**config.mk**
```make
export PLATFORM = sky130hd
export DESIGN_NAME = fizzbuzz_formatter
export DESIGN_NICKNAME = d
export VERILOG_FILES = /design/src/rtl/fizzbuzz_pkg.sv /design/src/rtl/fizzbuzz_bin2bcd.sv /design/src/rtl/fizzbuzz_formatter.sv
export SDC_FILE = /design/constraint.sdc
export NUM_CORES = 1
export LEC_CHECK = 0
export CAP_MARGIN = 10
export CORE_UTILIZATION = 45
export CTS_CLUSTER_DIAMETER = 40
export CTS_CLUSTER_SIZE = 16
export DETAILED_ROUTE_END_ITERATION = 12
export GPL_ROUTABILITY_DRIVEN = 0
export GPL_TIMING_DRIVEN = 0
export PLACE_DENSITY_LB_ADDON = 0.12
export SYNTH_ARGS = -nofsm -noshare
export SYNTH_HDL_FRONTEND = slang
export SYNTH_HIERARCHICAL = 1
export SYNTH_SLANG_ARGS = --single-unit
```
**constraint.sdc**
```tcl
create_clock -name i_clk -period 2.1 [get_ports i_clk]
set_input_delay 0.42 -clock i_clk [delete_from_list [all_inputs] [get_ports i_clk]]
set_output_delay 0.42 -clock i_clk [all_outputs]
set_load 0.005 [all_outputs]
```
**src/rtl/fizzbuzz_pkg.sv**
```systemverilog
// Shared types, ASCII constants and helpers for the fizzbuzz text formatter.
// FSM states, the "FizzBuzz" word table and the decimal digit-count function live here.
package fizzbuzz_pkg;

  typedef enum logic [2:0] {
    IDLE   = 3'd0,
    WORD   = 3'd1,
    CONV   = 3'd2,
    DIGITS = 3'd3,
    TERM   = 3'd4
  } state_t;

  localparam logic [7:0] ASCII_0  = 8'h30;
  localparam logic [7:0] ASCII_F  = 8'h46;
  localparam logic [7:0] ASCII_I  = 8'h69;
  localparam logic [7:0] ASCII_Z  = 8'h7A;
  localparam logic [7:0] ASCII_B  = 8'h42;
  localparam logic [7:0] ASCII_U  = 8'h75;
  localparam logic [7:0] ASCII_LF = 8'h0A;
  localparam logic [7:0] ASCII_CR = 8'h0D;

  // "FizzBuzz" laid out as one 8-entry table; "Fizz" is 0..3, "Buzz" is 4..7.
  localparam logic [2:0] WORD_FIZZ_FIRST = 3'd0;
  localparam logic [2:0] WORD_BUZZ_FIRST = 3'd4;
  localparam logic [2:0] WORD_FIZZ_LAST  = 3'd3;
  localparam logic [2:0] WORD_BUZZ_LAST  = 3'd7;

  function automatic logic [7:0] f_word_char(input logic [2:0] idx);
    case (idx)
      3'd0:    return ASCII_F;
      3'd1:    return ASCII_I;
      3'd4:    return ASCII_B;
      3'd5:    return ASCII_U;
      default: return ASCII_Z;
    endcase
  endfunction

  function automatic int f_num_digits(input int n);
    int d;
    int v;
    d = 1;
    v = n;
    for (int i = 0; i < 10; i++) begin
      if (v >= 10) begin
        v = v / 10;
        d = d + 1;
      end
    end
    return d;
  endfunction

endpackage

```
**src/rtl/fizzbuzz_bin2bcd.sv**
```systemverilog
// Sequential double-dabble binary-to-BCD converter, one input bit per cycle.
// The first bit is consumed on the start cycle, so a conversion occupies exactly W cycles.
module fizzbuzz_bin2bcd #(
  parameter int W        = 5,
  parameter int g_digits = 2
) (
  input  logic                  i_clk,
  input  logic                  i_rst,
  input  logic                  i_start,
  input  logic [W-1:0]          i_bin,
  output logic                  o_busy,
  output logic                  o_done,
  output logic [4*g_digits-1:0] o_bcd
);

  localparam int BW = 4 * g_digits;
  localparam int CW = $clog2(W + 1);

  logic [W-1:0]  shreg;
  logic [BW-1:0] bcd;
  logic [BW-1:0] adj;
  logic [CW-1:0] cnt;
  logic          busy;
  logic          done;

  always_comb begin
    adj = bcd;
    for (int d = 0; d < g_digits; d++) begin
      if (bcd[4*d +: 4] >= 4'd5) adj[4*d +: 4] = bcd[4*d +: 4] + 4'd3;
    end
  end

  always_ff @(posedge i_clk) begin
    if (i_rst) begin
      shreg <= '0;
      bcd   <= '0;
      cnt   <= '0;
      busy  <= 1'b0;
      done  <= 1'b0;
    end else begin
      done <= 1'b0;
      if (i_start) begin
        bcd   <= {{(BW-1){1'b0}}, i_bin[W-1]};
        shreg <= i_bin << 1;
        cnt   <= CW'(1);
        busy  <= (W > 1);
        done  <= (W == 1);
      end else if (busy) begin
        // Digits above BW are dropped, so oversized inputs wrap modulo 10**g_digits.
        bcd   <= {adj[BW-2:0], shreg[W-1]};
        shreg <= shreg << 1;
        cnt   <= cnt + CW'(1);
        if (cnt == CW'(W - 1)) begin
          busy <= 1'b0;
          done <= 1'b1;
        end
      end
    end
  end

  assign o_busy = busy;
  assign o_done = done;
  assign o_bcd  = bcd;

endmodule

```
**src/rtl/fizzbuzz_formatter.sv**
```systemverilog
// Serialises {number, fizz, buzz} records as ASCII lines on a valid/ready byte stream.
// Define FIZZBUZZ_FMT_CRLF_EN to end lines with CR LF instead of LF alone.
module fizzbuzz_formatter
  import fizzbuzz_pkg::*;
#(
  parameter int  g_length = 20,
  localparam int W        = (g_length > 2) ? $clog2(g_length) : 1
) (
  input  logic         i_clk,
  input  logic         i_rst,
  input  logic         i_valid,
  output logic         o_ready,
  input  logic         i_is_fizz,
  input  logic         i_is_buzz,
  input  logic [W-1:0] i_number,
  output logic [7:0]   o_char,
  output logic         o_char_valid,
  input  logic         i_char_ready,
  output logic [2:0]   o_dbg_state,
  output logic         o_dbg_conv_busy
);

  localparam int g_digits = f_num_digits(g_length - 1);
  localparam int DW       = (g_digits > 1) ? $clog2(g_digits) : 1;
  localparam int BW       = 4 * g_digits;

  // Handshakes: a record is taken when i_valid && o_ready at a rising edge; a byte
  // moves when o_char_valid && i_char_ready. Once raised, o_char_valid and o_char
  // stay unchanged until the byte moves (only reset can withdraw them).
  state_t        state, state_nxt;
  logic          is_buzz_q;
  logic [2:0]    word_idx, word_idx_nxt;
  logic [DW-1:0] dig_idx, dig_idx_nxt, msd;
  logic [BW-1:0] bcd, bcd_shifted;
  logic [3:0]    cur_digit;
  logic          bcd_done;
  logic          accept;
`ifdef FIZZBUZZ_FMT_CRLF_EN
  logic          term_idx, term_idx_nxt;
`endif

  assign o_ready         = (state == IDLE) && !i_rst;
  assign accept          = i_valid && o_ready;
  assign o_dbg_state     = state;

  fizzbuzz_bin2bcd #(
    .W        (W),
    .g_digits (g_digits)
  ) u_bin2bcd (
    .i_clk   (i_clk),
    .i_rst   (i_rst),
    .i_start (accept && !i_is_fizz && !i_is_buzz),
    .i_bin   (i_number),
    .o_busy  (o_dbg_conv_busy),
    .o_done  (bcd_done),
    .o_bcd   (bcd)
  );

  // Highest non-zero digit; stays 0 for value 0 so a single '0' is printed.
  always_comb begin
    msd = '0;
    for (int d = 0; d < g_digits; d++) begin
      if (bcd[4*d +: 4] != 4'd0) msd = DW'(d);
    end
  end

  assign bcd_shifted = bcd >> {dig_idx, 2'b00};
  assign cur_digit   = bcd_shifted[3:0];

  always_ff @(posedge i_clk) begin
    if (i_rst) begin
      state     <= IDLE;
      is_buzz_q <= 1'b0;
      word_idx  <= '0;
      dig_idx   <= '0;
`ifdef FIZZBUZZ_FMT_CRLF_EN
      term_idx  <= 1'b0;
`endif
    end else begin
      state    <= state_nxt;
      word_idx <= word_idx_nxt;
      dig_idx  <= dig_idx_nxt;
`ifdef FIZZBUZZ_FMT_CRLF_EN
      term_idx <= term_idx_nxt;
`endif
      if (accept) is_buzz_q <= i_is_buzz;
    end
  end

  always_comb begin
    state_nxt    = state;
    word_idx_nxt = word_idx;
    dig_idx_nxt  = dig_idx;
    o_char       = 8'h00;
    o_char_valid = 1'b0;
`ifdef FIZZBUZZ_FMT_CRLF_EN
    term_idx_nxt = term_idx;
`endif
    case (state)
      IDLE: begin
        if (accept) begin
          state_nxt    = (i_is_fizz || i_is_buzz) ? WORD : CONV;
          word_idx_nxt = i_is_fizz ? WORD_FIZZ_FIRST : WORD_BUZZ_FIRST;
        end
      end
      WORD: begin
        o_char       = f_word_char(word_idx);
        o_char_valid = 1'b1;
        if (i_char_ready) begin
          if (word_idx == (is_buzz_q ? WORD_BUZZ_LAST : WORD_FIZZ_LAST)) state_nxt = TERM;
          else word_idx_nxt = word_idx + 3'd1;
        end
      end
      CONV: begin
        if (bcd_done) begin
          state_nxt   = DIGITS;
          dig_idx_nxt = msd;
        end
      end
      DIGITS: begin
        o_char       = ASCII_0 + {4'h0, cur_digit};
        o_char_valid = 1'b1;
        if (i_char_ready) begin
          if (dig_idx == '0) state_nxt = TERM;
          else dig_idx_nxt = dig_idx - DW'(1);
        end
      end
      TERM: begin
        o_char_valid = 1'b1;
`ifdef FIZZBUZZ_FMT_CRLF_EN
        o_char = term_idx ? ASCII_LF : ASCII_CR;
        if (i_char_ready) begin
          term_idx_nxt = !term_idx;
          if (term_idx) state_nxt = IDLE;
        end
`else
        o_char = ASCII_LF;
        if (i_char_ready) state_nxt = IDLE;
`endif
      end
      default: state_nxt = IDLE;
    endcase
  end

endmodule

```
Figure 1. Routing congestion.
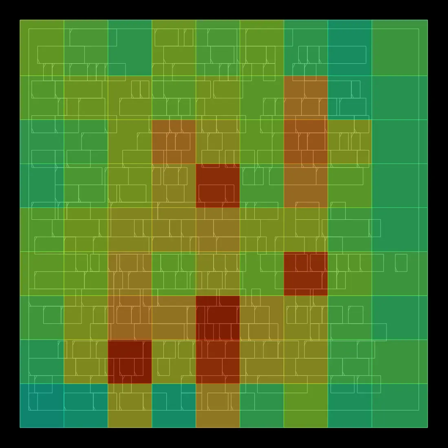
global routing usage summed across all routing layers: 0.200
met3 Usage GRT: 0.0214
met2 demand-to-capacity share in global routing: 0.286

Figure 2. Wires at chosen ports, followed through buffers.
Scale bar: 20 um.
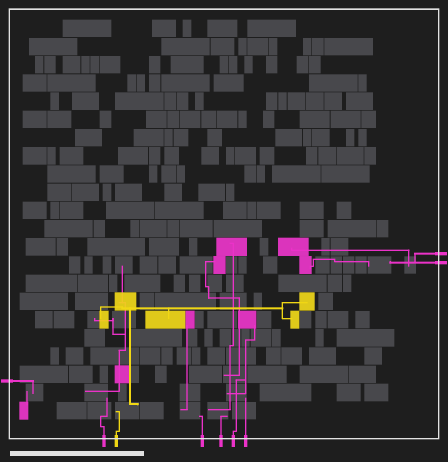
[yellow] i_char_ready | bits: 1 | direction: input | end cells: 5 | wire: 58.1 um
[magenta] o_char | bits: 8 | direction: output | end cells: 8 | wire: 195 um

==> results_dict.tcl <==
# yosys + openroad results
set metrics [dict create \
    run_status "finished clean" \
    timing.final.crit_share 0.993 \
    top_layer "met4" \
    top_cell_excl_fill_tap "sky130_fd_sc_hd__nor2_1" \
    ys_dominant_reg_cell "sky130_fd_sc_hd__dfxtp_1" \
    placed_cell_area_um2 2020 \
    yosysUniqueCellTypes 55 \
    r2r-start "o_dbg_state[0]" \
    layout_top_cells "24 x sky130_fd_sc_hd__nor2_1, 21 x sky130_fd_sc_hd__dfxtp_1, 17 x sky130_fd_sc_hd__nand2_1" \
    max_cap_violations 0 \
    openroad.warnings 33 \
    maximum_fanout_count_along_the_critical_path 10 \
    detailedRoute.firstIterationViolations 63 \
    clkCellAreaFrac 0.0217 \
    final_hold_viol_count 0 \
    synth_adder_area_share 0.0725 \
    floorplan.io_pins 25 \
    synth.area.top_cells "sky130_fd_sc_hd__dfxtp_1 29%, sky130_fd_sc_hd__ha_1 7.2%, sky130_fd_sc_hd__mux2i_1 5.8%" \
    placedCellCount 281 \
    top_usage_layer "met1" \
    ctsResizeCount 21 \
    power.share.clock 0.208 \
    mappedNetlistArea_um2 1730 \
    clk_pin_slew_worst_paths_ns 0.09 \
    power_clock_mw 0.300 \
    slew_viol_final 0 \
    critical-path-slowest-cell "sky130_fd_sc_hd__clkdlybuf4s50_1" \
    topCombFamilyByArea "simple AND/OR/NAND/NOR gates" \
]
-- synthesized netlist by cell type, types with 2 or more instances --
library cell,n
sky130_fd_sc_hd__buf_4,2
sky130_fd_sc_hd__nand2b_1,8
sky130_fd_sc_hd__buf_6,3
sky130_fd_sc_hd__a21oi_1,14
sky130_fd_sc_hd__a2111o_1,3
sky130_fd_sc_hd__o211ai_1,3
sky130_fd_sc_hd__or2_2,2
sky130_fd_sc_hd__nand3b_1,4
sky130_fd_sc_hd__a211oi_1,3
sky130_fd_sc_hd__xor2_1,2
sky130_fd_sc_hd__nand3_1,6
sky130_fd_sc_hd__buf_2,7
sky130_fd_sc_hd__dfxtp_1,25
sky130_fd_sc_hd__nor3_1,3
sky130_fd_sc_hd__inv_1,13
sky130_fd_sc_hd__a31oi_1,5
sky130_fd_sc_hd__o2111ai_1,2
sky130_fd_sc_hd__mux2i_1,10
sky130_fd_sc_hd__mux2_2,3
sky130_fd_sc_hd__nand2_1,17
sky130_fd_sc_hd__nor4_1,2
sky130_fd_sc_hd__o21ai_0,7
sky130_fd_sc_hd__clkbuf_1,2
sky130_fd_sc_hd__ha_1,10
sky130_fd_sc_hd__nor2_1,24
-- flip-flops by register name, indices dropped and copies added, names as in the netlist --
signal	count
is_buzz_q	1
u_bin2bcd/shreg	4
word_idx	3
dig_idx	1
u_bin2bcd/o_bcd	8
o_dbg_state	3
u_bin2bcd/o_done	1
u_bin2bcd/cnt	3
u_bin2bcd/o_busy	1
-- cell families (layout without fill, tap and decap cells) --
logic type / count (synthesis) / count (layout)
simple gates: 79 / 79
compound gates: 50 / 50
buf+inv: 28 / 56
flops: 25 / 25
mux: 14 / 14
fa+ha+maj: 10 / 10
xor+xnor: 3 / 3
other cells: 1 / 1
